Fig. 1: track usage over the die
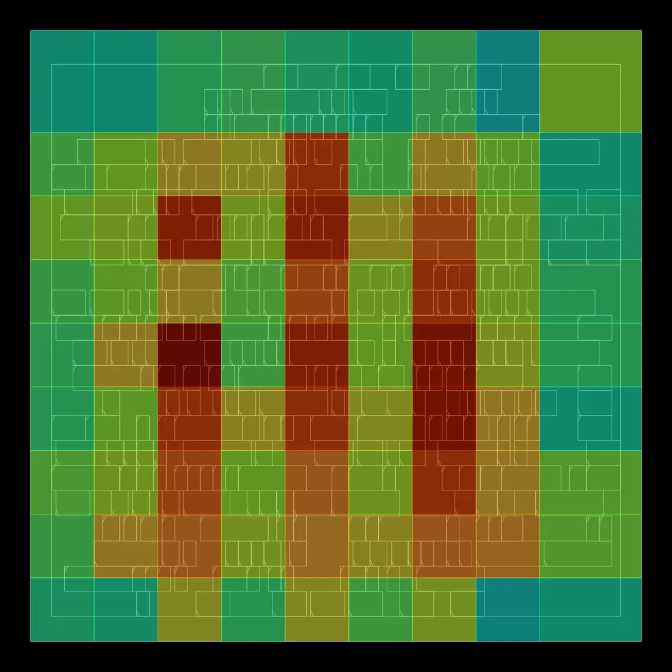
Fig. 2: the metal 1 layer
Bar = 20 µm. Supply wires on this layer in gray.
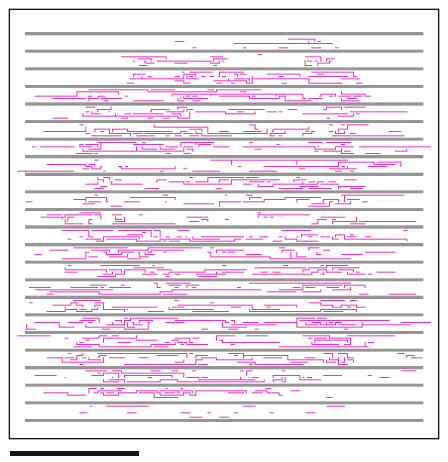
## config.mk

```make
export PLATFORM = sky130hd
export DESIGN_NAME = alu_result_serializer
export DESIGN_NICKNAME = d
export VERILOG_FILES = /design/src/rtl/alu_sys_pkg.sv /design/src/rtl/alu_res_hold.sv /design/src/rtl/alu_result_serializer.sv
export SDC_FILE = /design/constraint.sdc
export NUM_CORES = 1
export LEC_CHECK = 0
export ABC_AREA = 1
export CORE_MARGIN = 2
export CORE_UTILIZATION = 50
export CTS_CLUSTER_DIAMETER = 60
export DETAILED_ROUTE_END_ITERATION = 6
export MAX_ROUTING_LAYER = met4
export PLACE_DENSITY = 0.77
export SLEW_MARGIN = 20
export SYNTH_ARGS = -nofsm -noshare
export SYNTH_HDL_FRONTEND = slang
export SYNTH_SLANG_ARGS = --single-unit
```

## constraint.sdc

```tcl
create_clock -name clk -period 2.2 [get_ports clk]
set_clock_uncertainty 0.1 [all_clocks]
set_input_delay 0.33 -clock clk [delete_from_list [all_inputs] [get_ports clk]]
set_output_delay 0.33 -clock clk [all_outputs]
set_load 0.01 [all_outputs]
```

## src/rtl/alu_sys_pkg.sv

```systemverilog
// alu_sys_pkg
//   Shared definitions for the ALU result output path: byte width, the
//   serializer FSM state type and the bytes-per-frame derivation.
package alu_sys_pkg;

  localparam int unsigned BYTE_W = 8;

  typedef enum logic {
    IDLE = 1'b0,
    SEND = 1'b1
  } state_t;

  // Number of bytes in a frame carrying a width-bit result.
  function automatic int unsigned nbytes_f(input int unsigned width);
    return width / BYTE_W;
  endfunction

endpackage

```

## src/rtl/alu_res_hold.sv

```systemverilog
// alu_res_hold
//   One-entry holding buffer for an ALU result waiting behind the frame
//   currently being serialized.
//   Ports:
//     clk, rst   clock, synchronous active-high reset (empties the buffer)
//     wr, din    write strobe and data; a write always leaves the buffer full
//     rd         read/pop strobe; rd together with wr replaces the contents
//     dout, full stored result and occupancy flag
module alu_res_hold #(
  parameter int unsigned WIDTH = 16
) (
  input  logic             clk,
  input  logic             rst,
  input  logic             wr,
  input  logic             rd,
  input  logic [WIDTH-1:0] din,
  output logic [WIDTH-1:0] dout,
  output logic             full
);

  logic [WIDTH-1:0] data_q, data_d;
  logic             full_q, full_d;

  always_comb begin
    data_d = data_q;
    full_d = full_q;
    if (rd) begin
      full_d = 1'b0;
    end
    if (wr) begin
      data_d = din;
      full_d = 1'b1;
    end
  end

  always_ff @(posedge clk) begin
    if (rst) begin
      data_q <= '0;
      full_q <= 1'b0;
    end else begin
      data_q <= data_d;
      full_q <= full_d;
    end
  end

  assign dout = data_q;
  assign full = full_q;

endmodule

```

## src/rtl/alu_result_serializer.sv

```systemverilog
// alu_result_serializer
//   Captures a WIDTH-bit ALU result on its one-cycle strobe and streams it
//   LSB byte first over an 8-bit valid/ready link. One further result can
//   wait in a pending buffer; any result beyond that is dropped and flagged
//   in the sticky overrun bit.
//   Ports:
//     clk, rst             clock, synchronous active-high reset
//     res_data, res_valid  result and its one-cycle strobe
//     tx_data, tx_valid    byte stream towards the UART transmit path
//     tx_ready             consumer accept (transfer = tx_valid && tx_ready)
//     busy                 frame active or pending buffer occupied
//     overrun, ovr_clr     sticky drop flag and its clear (set wins)
module alu_result_serializer
  import alu_sys_pkg::*;
#(
  parameter int unsigned WIDTH = 16
) (
  input  logic             clk,
  input  logic             rst,
  input  logic [WIDTH-1:0] res_data,
  input  logic             res_valid,
  output logic [7:0]       tx_data,
  output logic             tx_valid,
  input  logic             tx_ready,
  output logic             busy,
  output logic             overrun,
  input  logic             ovr_clr
);

  localparam int unsigned NBYTES = nbytes_f(WIDTH);
  localparam int unsigned IDX_W  = (NBYTES > 1) ? $clog2(NBYTES) : 1;
  localparam logic [IDX_W-1:0] LAST_IDX = IDX_W'(NBYTES - 1);

  state_t           state_q, state_d;
  logic [IDX_W-1:0] idx_q, idx_d;
  logic [WIDTH-1:0] act_q, act_d;
  logic             overrun_q, overrun_d;

  logic             hold_wr, hold_rd, hold_full;
  logic [WIDTH-1:0] hold_dout;
  logic             xfer, last_xfer, ovr_set;

  alu_res_hold #(
    .WIDTH (WIDTH)
  ) u_hold (
    .clk  (clk),
    .rst  (rst),
    .wr   (hold_wr),
    .rd   (hold_rd),
    .din  (res_data),
    .dout (hold_dout),
    .full (hold_full)
  );

  assign xfer      = (state_q == SEND) && tx_ready;
  assign last_xfer = xfer && (idx_q == LAST_IDX);

  always_comb begin
    state_d = state_q;
    idx_d   = idx_q;
    act_d   = act_q;
    hold_wr = 1'b0;
    hold_rd = 1'b0;
    ovr_set = 1'b0;

    unique case (state_q)
      IDLE: begin
        if (res_valid) begin
          act_d   = res_data;
          idx_d   = '0;
          state_d = SEND;
        end
      end
      SEND: begin
        if (last_xfer) begin
          // Next frame starts on the same edge so back-to-back frames
          // have no bubble; the pending entry is older and goes first.
          if (hold_full) begin
            act_d   = hold_dout;
            idx_d   = '0;
            hold_rd = 1'b1;
            hold_wr = res_valid;
          end else if (res_valid) begin
            act_d = res_data;
            idx_d = '0;
          end else begin
            state_d = IDLE;
          end
        end else begin
          if (xfer) begin
            idx_d = idx_q + IDX_W'(1);
          end
          if (res_valid) begin
            if (hold_full) begin
              ovr_set = 1'b1;
            end else begin
              hold_wr = 1'b1;
            end
          end
        end
      end
      default: state_d = IDLE;
    endcase

    overrun_d = ovr_set ? 1'b1 : (ovr_clr ? 1'b0 : overrun_q);
  end

  always_ff @(posedge clk) begin
    if (rst) begin
      state_q   <= IDLE;
      idx_q     <= '0;
      act_q     <= '0;
      overrun_q <= 1'b0;
    end else begin
      state_q   <= state_d;
      idx_q     <= idx_d;
      act_q     <= act_d;
      overrun_q <= overrun_d;
    end
  end

  // Byte select decoded from registered state only.
  always_comb begin
    tx_data = '0;
    for (int unsigned i = 0; i < NBYTES; i++) begin
      if (idx_q == IDX_W'(i)) begin
        tx_data = act_q[i*BYTE_W +: BYTE_W];
      end
    end
  end

  assign tx_valid = (state_q == SEND);
  assign busy     = (state_q == SEND) || hold_full;
  assign overrun  = overrun_q;

endmodule

```

==> flow_summary.yaml <==
# synthesis and place-and-route metrics
yosys:
  ys_sh_aoi_pct: 13.51
  synthMuxAreaShare_pct: 4.654
  adder_share_pct: 0
  synth_flops: 36
  synth-edff-count: 0
  synth_cell_types: 20
  ys_seq_share_pct: 37.23
  common_cells: "72 x nand2_1, 51 x inv_1, 36 x dfxtp_1"
  syn_inst: 297
  async_flop_share_pct: 0
  postSynth.topFlopCell: "dfxtp_1"
clock_tree:
  cts_setup_buffers: 0
  clkTransAtPathRegs_ns: 0.07
  cts_hold_buffers: 0
  numCtsBuffers: 5
die:
  ios: 32
  die_w_um: 66.22
  fp_util_pct: 52.48
  die_y_um: 66.22
  coreArea_mm2: 0.003689
grt:
  grt_antenna_before_repair: 0
  grt_pass1_vias: 1722
  grt_pass1_wl_mm: 7.824
  grt_max_degree: 34
finish:
  comb_share_pct: 38.41
  final_core_util_pct: 65.26
  lay_top_cells: "72 x nand2_1, 51 x inv_1, 36 x dfxtp_1, 33 x nand3_1, 33 x o21ai_0"
  top_area_cell_class: "multi-input combinational cells"
  sh_seq_area_pct: 29.94
  area.growth.synth_to_final_pct: 24.37
  finalNonFillerCells: 378
  layout_top_cell: "nand2_1"
  diodes: 0
  final-clk-cell-share_pct: 3.222
  signal_buffers: 43
  nClkBuffers: 6
  seq_area_um2: 720.7
final_timing:
  min_period_over_period_pct: 96.73
  worst_slack_ns: 0.07194
  timing.hold.ws_ns: 0.3780
  worst_pin_slew_ns: 0.3545
  setup_violations: 0
  hold_viol_final: 0
  max_freq_ghz: 0.4699
  max_slew_margin_pct: 76.33
routing:
  wl_mm: 4.566
  drc: 0
  drtPass1Iterations: 4
  ant_nets: 0
power_and_ir_drop:
  intPower_uw: 1081
  comb_power_share_pct: 21.8
  power_leader: "sequential cells"
  peakVddDrop_uv: 438.8
  pg_comb_uw: 329
  power_switching_uw: 431.0
setup_path:
  worstPathRequired_ns: 1.77
  cp.arrival_ns: 1.70
run_status:
  status: "finished, final reports clean"
place:
  dp.cells: 371
hold_path:
  min_path_type: "reg -> reg"
job:
  warnings: 26
## Picture notes: Fig. 1
total global-route track usage: 24.09%
GR Util met1: 28.15%
M2 GR Usage: 39.88%

## Picture notes: Fig. 2
nets with wire on the layer: 313
wire length on this layer: 2,060 µm
longest straight run: 21.2 µm

==> path summary, 6_finish.rpt <==
path                              start              end  slack [ns]  cells after the start
worst max-delay path              idx_q       tx_data[1]        0.07                      3
worst min-delay path            overrun          overrun        0.38                      2
worst max register to register    idx_q  u_hold.dout[14]        0.71                      7
worst min register to register  overrun          overrun        0.38                      2
==> state kept, by name, indices dropped and copies added, names as in the netlist <==
register     cells
tx_valid         1
u_hold.full      1
u_hold.dout     16
act_q           16
overrun          1
idx_q            1
==> routing by layer <==
layer,track usage (%),wire length (µm)
met2,39.88,2213
met4,10.71,104
met5,-,0
met1,28.15,2063
met3,4.940,185
==> worst max-delay path: stages (launching register included) <==
cell             delay (ns)
dfxtp_1                0.43
buf_12                 0.16
mux2_2                 0.33
clkdlybuf4s50_1        0.48
